--- src/rtl/alu_regfile.sv ---
// Register file with two combinational read ports plus an independent 4-op ALU.
// Optional macro RF_BYPASS_EN forwards same-cycle write data to matching read ports.
module alu_regfile #(
  parameter int DATA_W = 8,
  parameter int ADDR_W = 3
) (
  input  logic              clk,
  input  logic              rst,
  input  logic              reg_write,
  input  logic [ADDR_W-1:0] write_reg,
  input  logic [DATA_W-1:0] write_data,
  input  logic [ADDR_W-1:0] read_reg1,
  input  logic [ADDR_W-1:0] read_reg2,
  output logic [DATA_W-1:0] read_data1,
  output logic [DATA_W-1:0] read_data2,
  input  logic [DATA_W-1:0] a,
  input  logic [DATA_W-1:0] b,
  input  logic [1:0]        alu_op,
  output logic [DATA_W-1:0] result,
  output logic              zero
);

  localparam int NUM_REGS = 1 << ADDR_W;

  logic [DATA_W-1:0] regs_q [NUM_REGS];
  logic [DATA_W-1:0] regs_d [NUM_REGS];
  logic [DATA_W-1:0] rd1_s;
  logic [DATA_W-1:0] rd2_s;
  logic [DATA_W-1:0] alu_s;

  // Next-state of the register file: single write port, gated by reg_write.
  always_comb begin
    regs_d = regs_q;
    if (reg_write) begin
      regs_d[write_reg] = write_data;
    end else begin
      regs_d = regs_q;
    end
  end

  // Register storage; synchronous reset wins over a simultaneous write.
  always_ff @(posedge clk) begin
    if (rst) begin
      for (int i = 0; i < NUM_REGS; i++) begin
        regs_q[i] <= {DATA_W{1'b0}};
      end
    end else begin
      regs_q <= regs_d;
    end
  end

  // Combinational read ports, optionally forwarding the in-flight write.
  always_comb begin
    rd1_s = regs_q[read_reg1];
    rd2_s = regs_q[read_reg2];
`ifdef RF_BYPASS_EN
    if (reg_write && !rst && (read_reg1 == write_reg)) begin
      rd1_s = write_data;
    end else begin
      rd1_s = regs_q[read_reg1];
    end
    if (reg_write && !rst && (read_reg2 == write_reg)) begin
      rd2_s = write_data;
    end else begin
      rd2_s = regs_q[read_reg2];
    end
`endif
  end

  assign read_data1 = rd1_s;
  assign read_data2 = rd2_s;

  // ALU is purely combinational; add/sub wrap and drop carry/borrow.
  always_comb begin
    alu_s = {DATA_W{1'b0}};
    case (alu_op)
      2'b00:   alu_s = a + b;
      2'b01:   alu_s = a - b;
      2'b10:   alu_s = a & b;
      2'b11:   alu_s = a | b;
      default: alu_s = {DATA_W{1'b0}};
    endcase
  end

  assign result = alu_s;
  assign zero   = (alu_s == {DATA_W{1'b0}});

endmodule

--- config.mk ---
export PLATFORM = sky130hd
export DESIGN_NAME = alu_regfile
export DESIGN_NICKNAME = d
export VERILOG_FILES = /design/src/rtl/alu_regfile.sv
export SDC_FILE = /design/constraint.sdc
export NUM_CORES = 1
export LEC_CHECK = 0
export ABC_AREA = 1
export ABC_CLOCK_PERIOD_IN_PS = 3950
export CAP_MARGIN = 20
export CORE_ASPECT_RATIO = 1.2
export CORE_UTILIZATION = 55
export CTS_CLUSTER_DIAMETER = 150
export DETAILED_ROUTE_END_ITERATION = 7
export HOLD_SLACK_MARGIN = 0.03
export PLACE_DENSITY = 0.92
export SLEW_MARGIN = 40
export SYNTH_ARGS = -nofsm -noshare
export SYNTH_HDL_FRONTEND = slang
export SYNTH_SLANG_ARGS = --single-unit
export TNS_END_PERCENT = 100
--- constraint.sdc ---
create_clock -name clk -period 3.95 [get_ports clk]
set_clock_uncertainty 0.15 [all_clocks]
set_input_delay 0.79 -clock clk [delete_from_list [all_inputs] [get_ports clk]]
set_output_delay 0.79 -clock clk [all_outputs]
set_load 0.02 [all_outputs]
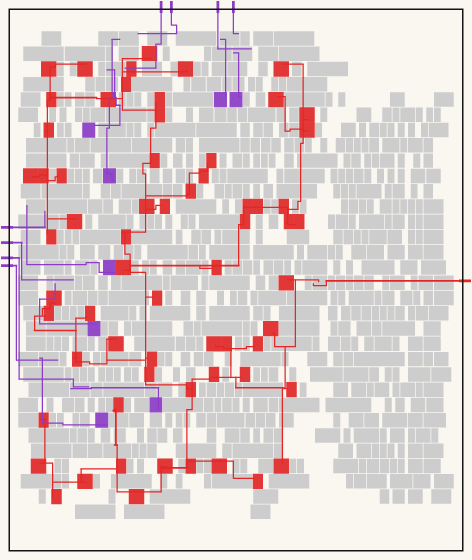
**Above:** run 1 (I/O nets highlighted).
| colour | port | bits | direction | end cells | buffers | wire |
|---|---|---|---|---|---|---|
| purple | read_data1 | 8 | output | 8 | 8 | 291 um |
| red | rst | 1 | input | 64 | 1 | 530 um |
quantity of I/O buffers inserted on ports: 62
boundary pin count: 63

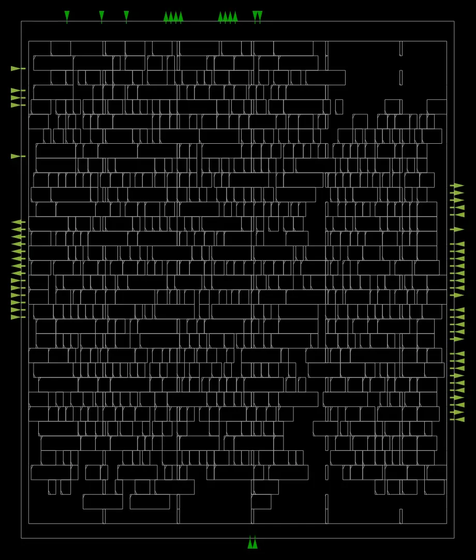
**Above:** run 1 (placed standard cells).
number of tap cells added at floorplan: 87
number of cells in the finished layout apart from fillers: 813

==> metrics.sh, run 1 <==
DR.FIRST_ITER.DRC_COUNT=512
VIAS=4868
CP.REQUIRED_NS=3.01
LARGEST_REG_FLOPS=64
SEQ_POWER_uW=671
FINAL_TALLY_OF_SETUP_VIOLATIONS=0
COMMON_CELLS='145 x nand2_1, 78 x a21oi_1, 77 x nor2_1'
POWER_CLOCK_uW=481
TIMING.HOLD.WS_NS=0.328
PLACE_INST=796
ROUTE.MET3.WL_UM=1180
CTS_NUM_SINKS=64
SYNTH_SEQ_SHARE_PCT=31.5
STATUS='finished, final reports clean'
PLACE.DETAILED.HPWL_UM=8840
GRT.OVERFLOW.TOTAL=0
SYNTH-ADDER-AREA-SHARE_PCT=3.57
LAYOUT-AREA-OVERHEAD-VS-SYNTH_PCT=27.4
CRITICAL_PATH.ENDPOINT='read_data1[5]'
GP_ROUTABILITY_CONGESTION=0.894
WORST_HOLD_STARTPOINT='regs_q[12]'
ROWS=33
CRITPATHMAXFANOUT=36
POWER.LEAKAGE_uW=0.00209
HOLDPATHEND='regs_q[12]'
MAX_SLEW_MARGIN_PCT=54.8
FINALCOREUTILIZATION_PCT=74.3
WORST_R2R_PATH_DEPTH=2
DIE_HEIGHT_UM=96.2
TOTALPOWERFINAL_uW=1650
COMBINATIONAL_SHARE_OF_CELL_AREA_PCT=47.2
SYNTHFLOPTYPE='dfxtp_1'
WORSTSETUPSTARTPOINT='read_reg1[0]'
SEQ_POWER_SHARE_PCT=40.7
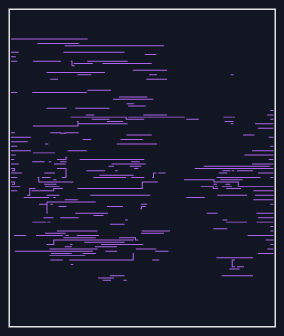
**Above:** run 1 (signal wires on met3).
nets with wire on the layer: 131
wire length on this layer: 1180 um
longest straight run: 29.9 um

==> run 2: changes to the inputs <==
--- a/config.mk
+++ b/config.mk
@@ -10,7 +10,7 @@
 export CAP_MARGIN = 20
 export CORE_ASPECT_RATIO = 1.2
 export CORE_UTILIZATION = 55
-export CTS_CLUSTER_DIAMETER = 150
+export CTS_CLUSTER_DIAMETER = 80
 export DETAILED_ROUTE_END_ITERATION = 7
 export HOLD_SLACK_MARGIN = 0.03
 export PLACE_DENSITY = 0.92
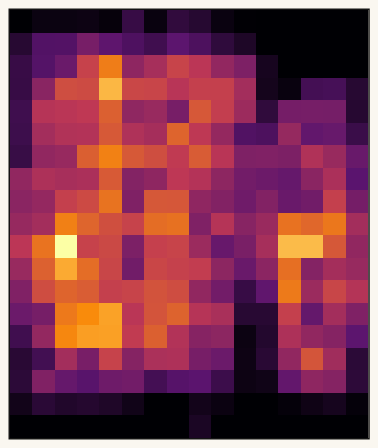
**Above:** run 2 (wiring heat map).
16 x 19 tiles, from black (low) to pale yellow (high), scaled to the fullest tile. Values are wire area over tile area, all layers added.
mean over tiles: 0.29
nearly empty tiles: 13%
densest ninth of the die: middle left
tiles over half the peak: 26%
emptiest ninth of the die: upper right
fullest tile: 0.85
Detailed Route WL: 13200 um
overall global routing resource usage: 36.1%
routed length per placed instance: 16.2 um
overall via count from detail_route: 4868

==> run 2 against run 1 <==
First-iteration DRC count unchanged. Synthesized area is the same. Non-clock buffer count is the same. Synthesized cell count unchanged. Design area stayed put. Final cell count is the same. Highest routed layer unchanged. Critical endpoint unchanged. Clock power about the same.
==> metrics.sh, run 2 <==
COMMON_CELLS='145 x nand2_1, 78 x a21oi_1, 77 x nor2_1'
BOUNDARY_PIN_COUNT=63  # unchanged
POWER_CLOCK_uW=481  # about the same
CTS_NUM_SINKS=64  # unchanged
WORSTSETUPSTARTPOINT='read_reg1[0]'
QUANTITY_OF_I_O_BUFFERS_INSERTED_ON_PORTS=62  # unchanged
HOLDPATHEND='regs_q[12]'
SYNTH_SEQ_SHARE_PCT=31.5  # unchanged
GRT.OVERFLOW.TOTAL=0  # unchanged
COMBINATIONAL_SHARE_OF_CELL_AREA_PCT=47.2  # unchanged
POWER.LEAKAGE_uW=0.00209  # unchanged
FLIP_FLOP_AND_LATCH_COUNT_AFTER_SYNTHESIS=64
PLACE_INST=796  # unchanged
ROUTE.MET3.WL_UM=1180  # unchanged
TOTALPOWERFINAL_uW=1650  # unchanged
FINALCOREUTILIZATION_PCT=74.3  # unchanged
GP_ROUTABILITY_CONGESTION=0.894  # unchanged
NUMBER_OF_TAP_CELLS_ADDED_AT_FLOORPLAN=87  # unchanged
TRITONCTS_CLOCK_TREE='built'
ROWS=33  # unchanged
WORST_R2R_PATH_DEPTH=2  # unchanged
LARGEST_REG_FLOPS=64  # unchanged
FINAL_TALLY_OF_SETUP_VIOLATIONS=0  # unchanged
NUMSEQUENTIALCELLS=64
SYNTH-ADDER-AREA-SHARE_PCT=3.57  # unchanged
CRITICAL_PATH.ENDPOINT='read_data1[5]'
CP.REQUIRED_NS=3.01  # about the same
SEQ_POWER_uW=671  # about the same
DR.FIRST_ITER.DRC_COUNT=512  # unchanged
SYNTHFLOPTYPE='dfxtp_1'
STATUS='finished, final reports clean'
LAYOUT-AREA-OVERHEAD-VS-SYNTH_PCT=27.4  # unchanged
SEQ_POWER_SHARE_PCT=40.7  # about the same
POST_LAYOUT_NONFILLER_INSTANCES=813  # unchanged
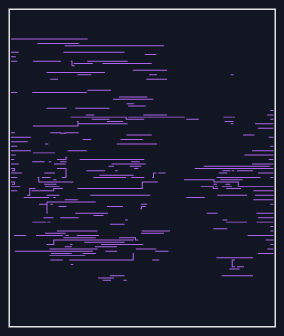
**Above:** run 2 (signal wires on met3).
wire length on this layer: 1180 um
nets with wire on the layer: 131
share of all routed wire: 9.0%
main direction: horizontal

==> run 3: changes to the inputs <==
--- a/config.mk
+++ b/config.mk
@@ -11,6 +11,7 @@
 export CORE_ASPECT_RATIO = 1.2
 export CORE_UTILIZATION = 55
 export CTS_CLUSTER_DIAMETER = 80
+export CTS_CLUSTER_SIZE = 12
 export DETAILED_ROUTE_END_ITERATION = 7
 export HOLD_SLACK_MARGIN = 0.03
 export PLACE_DENSITY = 0.92
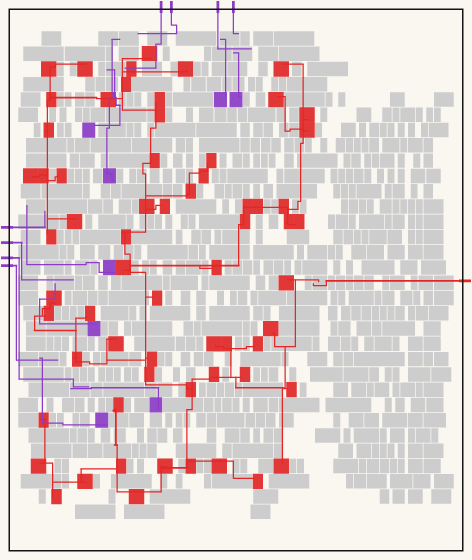
**Above:** run 3 (I/O nets highlighted).
| colour | port | bits | direction | end cells | buffers | wire |
|---|---|---|---|---|---|---|
| red | rst | 1 | input | 64 | 1 | 530 um |
| purple | read_data1 | 8 | output | 8 | 8 | 291 um |

==> run 3 against run 2 <==
Clock-buffer cell count did not move. Highest routed layer unchanged. Critical endpoint unchanged. Sequential power hardly changed. Via count did not move.
==> metrics.sh, run 3 <==
QUANTITY_OF_I_O_BUFFERS_INSERTED_ON_PORTS=62  # unchanged
NUMSEQUENTIALCELLS=64  # unchanged
GP_ROUTABILITY_CONGESTION=0.894  # unchanged
HOLDPATHEND='regs_q[12]'
DR.FIRST_ITER.DRC_COUNT=512  # unchanged
TRITONCTS_CLOCK_TREE='built'
CRITICAL_PATH.ENDPOINT='read_data1[5]'
ROWS=33  # unchanged
COMMON_CELLS='145 x nand2_1, 78 x a21oi_1, 77 x nor2_1'
GRT.OVERFLOW.TOTAL=0  # unchanged
STATUS='finished, final reports clean'
POST_LAYOUT_NONFILLER_INSTANCES=813  # unchanged
COMBINATIONAL_SHARE_OF_CELL_AREA_PCT=47.2  # unchanged
ROUTE.MET3.WL_UM=1180  # unchanged
ROUTE.FINAL.WIRE_LENGTH_UM=13200  # unchanged
BOUNDARY_PIN_COUNT=63  # unchanged
SYNTHFLOPTYPE='dfxtp_1'
NUMBER_OF_TAP_CELLS_ADDED_AT_FLOORPLAN=87  # unchanged
LARGEST_REG_FLOPS=64  # unchanged
SEQ_POWER_SHARE_PCT=40.7  # about the same
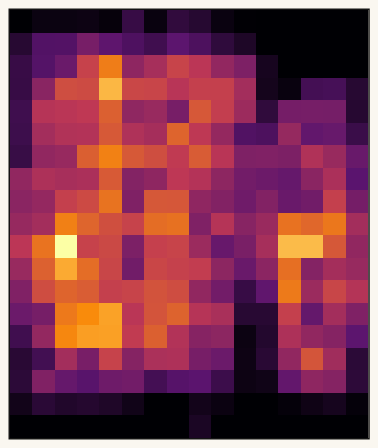
**Above:** run 3 (wiring heat map).
16 x 19 tiles, from black (low) to pale yellow (high), scaled to the fullest tile. Values are wire area over tile area, all layers added.
nearly empty tiles: 13%
emptiest ninth of the die: upper right
densest ninth of the die: middle left
mean over tiles: 0.29

Power figures rest on the tool's default switching activity, not on a simulated workload.
